## src/rtl/sram_port_arbiter.sv

```systemverilog
// Round-robin arbiter that shares one synchronous SRAM port between several cores.
// Each grant goes IDLE -> ISSUE -> [WAIT] -> DONE, and every output except stall is registered.
//
//   state    | meaning
//   ---------+---------------------------------------------------------------
//   ST_IDLE  | no access in flight; pick the next requester from ptr upward
//   ST_ISSUE | address/data on the pins; GW_n low for a write, OE_n low for a read
//   ST_WAIT  | read in flight; OE_n held low for READ_LATENCY cycles
//   ST_DONE  | one-cycle completion pulse to the granted core; advance ptr
module sram_port_arbiter #(
   parameter int NUM_CORES    = 4,
   parameter int ADDR_W       = 6,
   parameter int DATA_W       = 32,
   parameter int READ_LATENCY = 2
) (
   input  logic                          new_clock,
   input  logic                          reset_n,
   input  logic [NUM_CORES-1:0]          req,
   input  logic [NUM_CORES-1:0]          we,
   input  logic [NUM_CORES*ADDR_W-1:0]   addr,
   input  logic [NUM_CORES*DATA_W-1:0]   wdata,
   output logic [NUM_CORES-1:0]          stall,
   output logic [NUM_CORES-1:0]          done,
   output logic [DATA_W-1:0]             rdata,
   output logic [$clog2(NUM_CORES)-1:0]  grant_id,
   output logic                          busy,
   output logic [ADDR_W-1:0]             sram_addr,
   output logic [DATA_W-1:0]             sram_wd,
   input  logic [DATA_W-1:0]             sram_rd,
   output logic                          sram_gw_n,
   output logic                          sram_oe_n
);

   localparam int GID_W = $clog2(NUM_CORES);
   localparam int CNT_W = $clog2(READ_LATENCY + 1);

   typedef enum logic [1:0] {
      ST_IDLE,
      ST_ISSUE,
      ST_WAIT,
      ST_DONE
   } state_t;

   state_t               state_q, state_d;
   logic [GID_W-1:0]     ptr_q, ptr_d;
   logic [GID_W-1:0]     grant_q, grant_d;
   logic                 we_q, we_d;
   logic [ADDR_W-1:0]    sram_addr_q, sram_addr_d;
   logic [DATA_W-1:0]    sram_wd_q, sram_wd_d;
   logic                 sram_gw_n_q, sram_gw_n_d;
   logic                 sram_oe_n_q, sram_oe_n_d;
   logic                 busy_q, busy_d;
   logic [NUM_CORES-1:0] done_q, done_d;
   logic [DATA_W-1:0]    rdata_q, rdata_d;
   logic [CNT_W-1:0]     cnt_q, cnt_d;

   logic                 win_found;
   logic [GID_W-1:0]     win_id;

   // Scan from ptr upward with wrap; the first requester found wins.
   always_comb begin
      win_found = 1'b0;
      win_id    = '0;
      for (int i = 0; i < NUM_CORES; i++) begin
         if (!win_found && req[(int'(ptr_q) + i) % NUM_CORES]) begin
            win_found = 1'b1;
            win_id    = GID_W'((int'(ptr_q) + i) % NUM_CORES);
         end
      end
   end

   always_comb begin
      state_d     = state_q;
      ptr_d       = ptr_q;
      grant_d     = grant_q;
      we_d        = we_q;
      sram_addr_d = sram_addr_q;
      sram_wd_d   = sram_wd_q;
      sram_gw_n_d = 1'b1;
      sram_oe_n_d = 1'b1;
      done_d      = '0;
      rdata_d     = rdata_q;
      cnt_d       = cnt_q;

      case (state_q)
         ST_IDLE: begin
            if (win_found) begin
               state_d     = ST_ISSUE;
               grant_d     = win_id;
               we_d        = we[win_id];
               sram_addr_d = addr[int'(win_id)*ADDR_W +: ADDR_W];
               sram_wd_d   = wdata[int'(win_id)*DATA_W +: DATA_W];
               sram_gw_n_d = ~we[win_id];
               sram_oe_n_d = we[win_id];
            end
         end
         ST_ISSUE: begin
            if (we_q) begin
               state_d         = ST_DONE;
               done_d[grant_q] = 1'b1;
            end else begin
               state_d     = ST_WAIT;
               sram_oe_n_d = 1'b0;
               cnt_d       = CNT_W'(READ_LATENCY);
            end
         end
         ST_WAIT: begin
            if (cnt_q == CNT_W'(1)) begin
               state_d         = ST_DONE;
               rdata_d         = sram_rd;
               done_d[grant_q] = 1'b1;
            end else begin
               cnt_d       = cnt_q - 1'b1;
               sram_oe_n_d = 1'b0;
            end
         end
         ST_DONE: begin
            state_d = ST_IDLE;
            ptr_d   = (grant_q == GID_W'(NUM_CORES - 1)) ? '0 : grant_q + 1'b1;
         end
         default: state_d = ST_IDLE;
      endcase

      busy_d = (state_d != ST_IDLE);
   end

   always_ff @(posedge new_clock) begin
      if (!reset_n) begin
         state_q     <= ST_IDLE;
         ptr_q       <= '0;
         grant_q     <= '0;
         we_q        <= 1'b0;
         sram_addr_q <= '0;
         sram_wd_q   <= '0;
         sram_gw_n_q <= 1'b1;
         sram_oe_n_q <= 1'b1;
         busy_q      <= 1'b0;
         done_q      <= '0;
         rdata_q     <= '0;
         cnt_q       <= '0;
      end else begin
         state_q     <= state_d;
         ptr_q       <= ptr_d;
         grant_q     <= grant_d;
         we_q        <= we_d;
         sram_addr_q <= sram_addr_d;
         sram_wd_q   <= sram_wd_d;
         sram_gw_n_q <= sram_gw_n_d;
         sram_oe_n_q <= sram_oe_n_d;
         busy_q      <= busy_d;
         done_q      <= done_d;
         rdata_q     <= rdata_d;
         cnt_q       <= cnt_d;
      end
   end

   assign stall     = req & ~done_q;
   assign done      = done_q;
   assign rdata     = rdata_q;
   assign grant_id  = grant_q;
   assign busy      = busy_q;
   assign sram_addr = sram_addr_q;
   assign sram_wd   = sram_wd_q;
   assign sram_gw_n = sram_gw_n_q;
   assign sram_oe_n = sram_oe_n_q;

endmodule

```

## config.mk

```make
export PLATFORM = sky130hd
export DESIGN_NAME = sram_port_arbiter
export DESIGN_NICKNAME = d
export VERILOG_FILES = /design/src/rtl/sram_port_arbiter.sv
export SDC_FILE = /design/constraint.sdc
export NUM_CORES = 1
export LEC_CHECK = 0
export ABC_AREA = 1
export CELL_PAD_IN_SITES_DETAIL_PLACEMENT = 1
export CELL_PAD_IN_SITES_GLOBAL_PLACEMENT = 1
export CORE_MARGIN = 2
export CORE_UTILIZATION = 27
export CTS_CLUSTER_SIZE = 16
export DETAILED_ROUTE_END_ITERATION = 10
export PLACE_DENSITY_LB_ADDON = 0.1
export SLEW_MARGIN = 20
export SYNTH_ARGS = -nofsm -noshare
export SYNTH_HDL_FRONTEND = slang
export SYNTH_SLANG_ARGS = --single-unit
```

## constraint.sdc

```tcl
create_clock -name new_clock -period 6.06 [get_ports new_clock]
set_clock_uncertainty 0.15 [all_clocks]
set_input_delay 0.909 -clock new_clock [delete_from_list [all_inputs] [get_ports new_clock]]
set_output_delay 0.909 -clock new_clock [all_outputs]
set_load 0.05 [all_outputs]
```

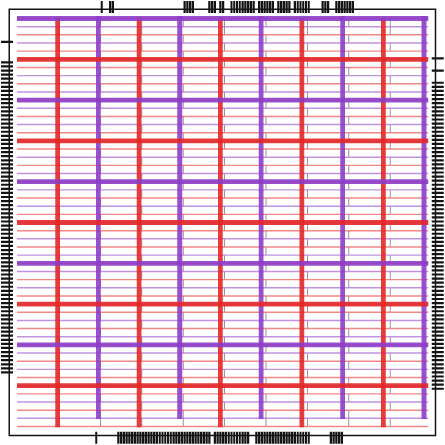
(supply network)
(3 px per um) Pins as bars on the die edge. Tap cells in gray.
- VSS: red
- VDD: purple
- tap cells: 234
- rows: 50
- signal pins: 277
core box area: 18,640 um2
die y size: 141.6 um
die width: 141.6 um
peak supply drop: 0.2093 mV

==> deck_impl_summary.md <==
Run Summary

STA
  • Worst slew margin: 0.2959
  • Minimum clock period after layout: 4.185 ns
  • Achievable Freq: 238.9 MHz
  • Crit share post-route: 0.6906
  • RSZ-0062 raised after global routing: false

Setup path
  • CP dominant cell by count: nand2_1
  • Crit. End Element: register
  • FF-to-FF End: sram_addr[5]
  • Critical path data arrival time: 4.32 ns
  • Worst setup path end: sram_addr[5]
  • CP delay by family, top: simple AND/OR/NAND/NOR gates
  • R2R Path Start: ptr_q[0]
  • R2R Setup Slk: 2.13 ns

Synthesis
  • Mapped Nets: 1,046
  • XOR-XNOR Cells, Area Fraction: 0
  • Share of flip-flops with an asynchronous set or reset: 0
  • Post-synth top area cell: dfxtp_1
  • Yosys aoi share: 0.1083
  • Biggest area cells: dfxtp_1 34%, nand2_1 20%, inv_1 9.9%
  • Top non-seq family: simple AND/OR/NAND/NOR gates
  • Simple-gate share of the synthesized area: 0.3786
  • Yosys warning tally: 0

Clock tree
  • Clk_lat worst skew: 0.35 ns
  • Root buffer cell: clkbuf_16

Cells and area
  • Inverters excl. clock: 137
  • Fillers: 2,393
  • Bufs w/o clock: 280
  • Flip-flop and latch count: 86
  • Clock buf/inv share: 0.03646
  • Data buffer area share: 0.3384
  • Clock buffer count: 9

Die
  • Fp util: 0.2740

GRT
  • Initial antenna violation count: 0
  • Met2 Use GR: 0.3028
  • Overall routing resource usage: 0.1895
  • Vias in the first global route: 5,878
  • Pin count of the biggest net entering global routing: 92
  • GR Layer Usage met1: 0.2439

Route
  • Avg Vias per Cell: 4.471
  • Metal-1 WL: 8.730 mm
  • Met2 Wirelength: 8.447 mm

Power and ir drop
  • Pleak: 3.987 nW
  • Combinational Power Share: 0.605

Outcome
  • Status: complete, no violations

Place
  • DP Cell Count: 1,308
  • Port bufs: 276
  • Post-Place Setup Slack: 1.505 ns

Worst hold path
  • Hold WC Path Type: reg2reg
  • Hold Path Stages: 2

Flow run
  • Stage-log warning count: 33
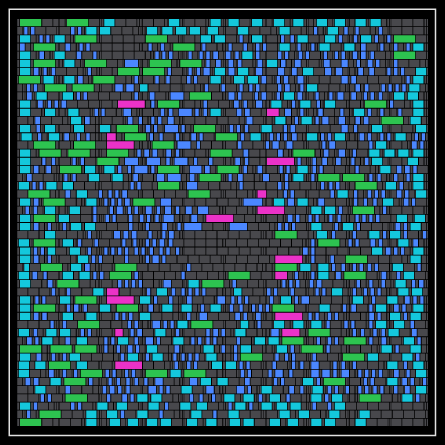
(placed cells, one color a class)
(3 px per um) Fill, decap, tap and diode cells in gray.
- other buffers and delay cells: cyan (cells 280)
- flops: green (cells 86)
- all other logic: blue (cells 708)
- clock drivers and dummy loads: magenta (cells 16)
Final Util: 0.4418
row count: 50
Seq/total area: 0.2090
fin area: 8237 um2

No activity file was given, so power comes from the tool's default toggle rates.
